[src/rtl/mips_mem_arbiter.sv]
// Two-requester memory arbiter for a MIPS core and a loader/debug port.
// Optional build macro: ARB_ROUND_ROBIN_EN (round-robin ties; otherwise fixed core priority).

module mips_mem_arbiter #(
    parameter int ADDR_W  = 32,
    parameter int DATA_W  = 32,
    parameter int MEM_LAT = 1
) (
    input  logic                  clk,
    input  logic                  reset,
    input  logic [1:0]            req_valid,
    input  logic [1:0]            req_we,
    input  logic [2*ADDR_W-1:0]   req_addr,
    input  logic [2*DATA_W-1:0]   req_wdata,
    output logic [1:0]            req_done,
    output logic [DATA_W-1:0]     req_rdata,
    output logic                  mem_en,
    output logic                  mem_we,
    output logic [ADDR_W-1:0]     mem_addr,
    output logic [DATA_W-1:0]     mem_wdata,
    input  logic [DATA_W-1:0]     mem_rdata
);

    // state  | meaning
    // IDLE   | waiting for a request; arbitration and request capture
    // ACCESS | memory strobed for MEM_LAT cycles, counter runs down to zero
    // DONE   | one-cycle completion pulse to the winner
    typedef enum logic [1:0] {
        IDLE   = 2'd0,
        ACCESS = 2'd1,
        DONE   = 2'd2
    } state_t;

    localparam int CNT_W = 3;

    state_t             state;
    state_t             state_nxt;
    logic [CNT_W-1:0]   cnt;
    logic [CNT_W-1:0]   cnt_nxt;
    logic               load;
    logic               capture;
    logic               grant_idx;
    logic               winner;
    logic               lat_we;
    logic [ADDR_W-1:0]  lat_addr;
    logic [DATA_W-1:0]  lat_wdata;

`ifdef ARB_ROUND_ROBIN_EN
    logic last_served;

    // Tie goes to whoever was not served last; a lone request always wins.
    always_comb begin
        grant_idx = ~req_valid[0];
        if (&req_valid) begin
            grant_idx = ~last_served;
        end
    end

    always_ff @(posedge clk or negedge reset) begin
        if (!reset) begin
            last_served <= 1'b1;
        end else if (state == DONE) begin
            last_served <= winner;
        end
    end
`else
    always_comb begin
        grant_idx = ~req_valid[0];
    end
`endif

    always_comb begin
        state_nxt = state;
        cnt_nxt   = cnt;
        load      = 1'b0;
        capture   = 1'b0;
        case (state)
            IDLE: begin
                if (|req_valid) begin
                    load      = 1'b1;
                    cnt_nxt   = CNT_W'(MEM_LAT - 1);
                    state_nxt = ACCESS;
                end
            end
            ACCESS: begin
                if (cnt == '0) begin
                    capture   = ~lat_we;
                    state_nxt = DONE;
                end else begin
                    cnt_nxt = cnt - CNT_W'(1);
                end
            end
            DONE: begin
                state_nxt = IDLE;
            end
            default: begin
                state_nxt = IDLE;
                cnt_nxt   = '0;
            end
        endcase
    end

    always_ff @(posedge clk or negedge reset) begin
        if (!reset) begin
            state <= IDLE;
            cnt   <= '0;
        end else begin
            state <= state_nxt;
            cnt   <= cnt_nxt;
        end
    end

    always_ff @(posedge clk or negedge reset) begin
        if (!reset) begin
            winner    <= 1'b0;
            lat_we    <= 1'b0;
            lat_addr  <= '0;
            lat_wdata <= '0;
        end else if (load) begin
            winner    <= grant_idx;
            lat_we    <= req_we[grant_idx];
            lat_addr  <= grant_idx ? req_addr[2*ADDR_W-1:ADDR_W] : req_addr[ADDR_W-1:0];
            lat_wdata <= grant_idx ? req_wdata[2*DATA_W-1:DATA_W] : req_wdata[DATA_W-1:0];
        end
    end

    always_ff @(posedge clk or negedge reset) begin
        if (!reset) begin
            req_rdata <= '0;
        end else if (capture) begin
            req_rdata <= mem_rdata;
        end
    end

    // Strobes decode straight from state so an async reset drops them at once.
    always_comb begin
        mem_en    = (state == ACCESS);
        mem_we    = (state == ACCESS) & lat_we;
        mem_addr  = lat_addr;
        mem_wdata = lat_wdata;
        req_done  = 2'b00;
        if (state == DONE) begin
            req_done = winner ? 2'b10 : 2'b01;
        end
    end

endmodule

[config.mk]
export PLATFORM = sky130hd
export DESIGN_NAME = mips_mem_arbiter
export DESIGN_NICKNAME = d
export VERILOG_FILES = /design/src/rtl/mips_mem_arbiter.sv
export SDC_FILE = /design/constraint.sdc
export NUM_CORES = 1
export LEC_CHECK = 0
export ABC_AREA = 1
export CORE_MARGIN = 2
export CORE_UTILIZATION = 30
export DETAILED_ROUTE_END_ITERATION = 10
export PLACE_DENSITY_LB_ADDON = 0.25
export SLEW_MARGIN = 20
export SYNTH_ARGS = -nofsm -noshare
export SYNTH_HDL_FRONTEND = slang
export SYNTH_SLANG_ARGS = --single-unit
[constraint.sdc]
create_clock -name clk -period 4.2 [get_ports clk]
set_input_delay 0.63 -clock clk [delete_from_list [all_inputs] [get_ports clk]]
set_output_delay 0.63 -clock clk [all_outputs]
set_load 0.005 [all_outputs]
Cell classes on the final placement:
The bar under the picture is 50 µm long. Fill, decap, tap and diode cells in gray.
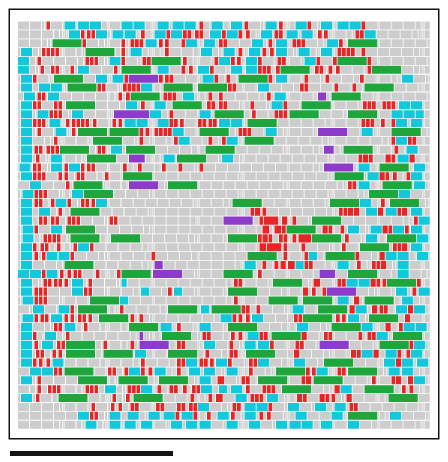
- cyan: other buffers and delay cells (cells 272)
- purple: clock drivers and dummy loads (cells 16)
- red: all other logic (cells 527)
- green: flops (cells 103)
Final Util: 0.501
core area: 15800 µm²

Signal metal coverage by tile:
The die is cut into 26 by 26 equal tiles; black is low, pale yellow is high, scaled to the fullest tile. Values are wire area over tile area, all layers added.
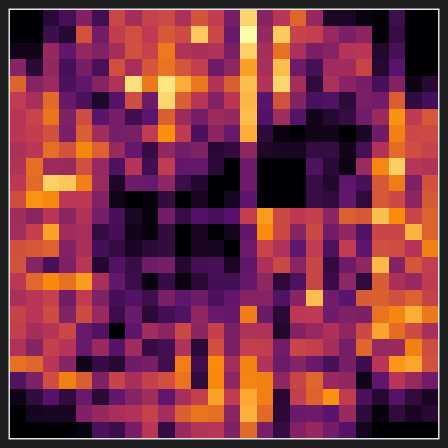
- mean over tiles: 0.14
- nearly empty tiles: 7.0%
- densest ninth of the die: top middle
- tiles over half the peak: 31%
- fullest tile: 0.38
- emptiest ninth of the die: middle
vias after detailed routing: 4900
final wirelength: 15000 µm

M1 wires:
Supply wires on this layer in gray.
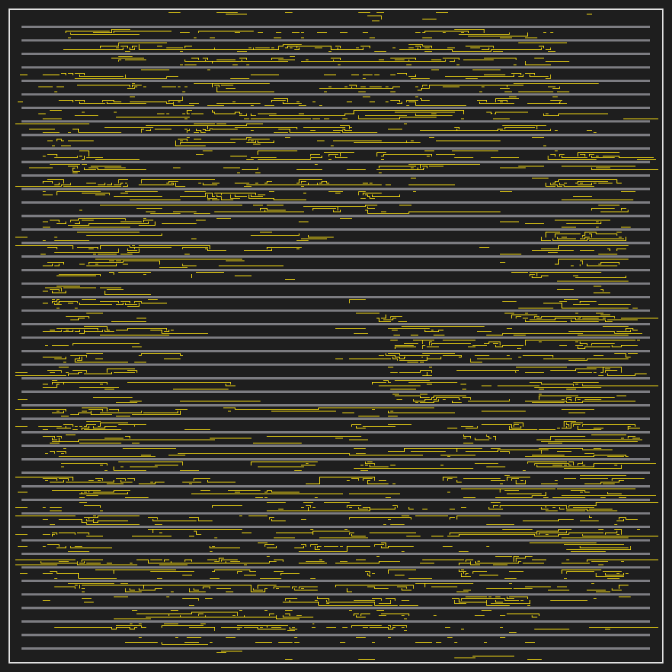
- longest straight run: 34.5 µm
- share of all routed wire: 44%
met1 usage: 0.215

==> CHANGELOG.md <==
## Implementation

* FFs w/ async S/R, synth at 1.00
* Antenna Nets Post-Route at 0
* R2R Path Start: cnt[0]
* Gr ovfl total at 0
* Seq pwr at between 1500 and 2000 µW
* Max VDD drop at 0.333 mV
* Hold Path Class: input pin to asynchronous set/reset pin
* Multi-input gate area at roughly 2000 µm²
* Register fraction of the total cell area at 0.325
* Complex Gates by Area at 0.00206
* Post-layout instance area at 7920 µm²
* Vias in the first global route at 4687
* Crit-path leading delay family: buffers and inverters
* Met2 GRT Util at 0.287
* Floorplan Nets at 835
* Run status: complete, no violations
* Slew @ Worst Pin at 0.841 ns
* Post-route setup TNS at 0 ns
* Post-Syn Area at 4860 µm²
* Ordered list of cells on the worst path: inv_2, nor2_4, buf_4, clkdlybuf4s50_1
* Clk root buf: clkbuf_16
* Area share of fa/ha/maj cells after synthesis at 0.00515
* Via-to-Cell Ratio at 4.32
* Commonest Layout Cell: nand2_1
* DP HPWL at 10400 µm
* Worst path max stage delay at 0.58 ns
* # DRC at 0
* Setup crit end: mem_en
* Placer Congestion at 0.726
* Leading cell category by total area: non-clock buffers
* CP Capture Type: primary output
* Met2 Wirelength at 7060 µm
* Worst r2r path cells at 9
* Top-area cell type share of the netlist area at 0.531
* CTS buffer count at 9
* Antenna diodes at 0
* Combinational power at 2180 µW
* YS chip area at 4860 µm²
* Area grow syn2layout at 63.2%
* Net Sw Frac at 0.344
* Post-synth regs at 103
* Clock Power Share at 0.182
* # Taps at 216
* # nets final at 1081
* Post-Syn Instances at about 670
* Largest net degree at the start of global routing at 72
* Yosys cell count at approximately 670
* # setup viols final at 0
* DR WL/cell at 13.2 µm
* Die Wd at 131 µm
* OpenROAD warning count at 26
* DP Worst Slack at 1.76 ns
* #MultiIn Comb at approximately 510
* Critical path peak fanout at 34
* DR top layer: met4
* Pwr dens at 600 nW/µm²
* Nonclk buf count at 272
* Row Count at 46
* Ys Warns at 0
* Flop count at 103
* Sequential power share at 0.359
* Floorplan core density at 0.307
* I/O Buffers at 265
* Max Clock Skew at between 0.005 and 0.006 ns
* Layout cells sized above 1 at 0.0349
* Yosys top cell by instances: nand2_1
* Final Hold Fails at 0
* Total GRT Usage at 0.173
* CTS tree: yes
* Top pwr grp: combinational logic
* Most crowded layer after global routing: met2
* Final worst setup slack at around 1.7 ns
* Iteration count of the initial detailed-routing pass at 4
* WP buf/inv at 3
* Largest area contributor in the netlist: dfrtp_1
* Net Sw Power at approximately 1600 µW
* CP Class: flip-flop to primary output
* Post-synth top cells: nand2_1 (463), dfrtp_1 (103), nand3_1 (35)
* Simple share at 0.407
* Setup Buffers After CTS at 0
* Die Height at 131 µm
* Placed cell area at 7610 µm²
* Number of buffers inserted by hold repair at cts at 0
* Register area at 2580 µm²
* 1st-iter DRT viols at 219
* DR WL met3 at around 990 µm
* Metal-1 WL at 6520 µm
* Met3 Usage GRT at 0.0455
* Top cells excl fill/tap: nand2_1 (462), clkdlybuf4s50_1 (263), dfrtp_1 (103)
* Fmax at 399 MHz
* Crit path DRT at 3.57 ns
* Max-cap check violation count at 0
* Worst EP arrival at around 1.9 ns
* Worst Hold Margin at 0.402 ns
* Post-route insts no fill at between 1k and 1.5k
* Inverters at 14
* Worst r2r dst: req_rdata[30]
* RSZ-0062 raised after global routing: no
* Total Power at 4750 µW
* Layout clock area frac at 0.0392
* Crit path from: state[0]
* Startpoint Class: flip-flop
* Worst path slowest cell: clkdlybuf4s50_1
* Clkbuf count at 12
* Main kind of combinational logic by area: simple AND/OR/NAND/NOR gates
* Buffer depth of the longest clock path at 2
* Fillers at around 1.6k
* Fraction of area in multi-input gates at 0.254
* Die Size at between 15000 and 20000 µm²
* Sequential cell area fraction in the yosys report at 0.531
* Crit. path cell count at 4
* First-pass GRT wire length at between 20000 and 25000 µm
* Clk_lat worst skew at between 0.3 and 0.4 ns
Power figures rest on the tool's default switching activity, not on a simulated workload.
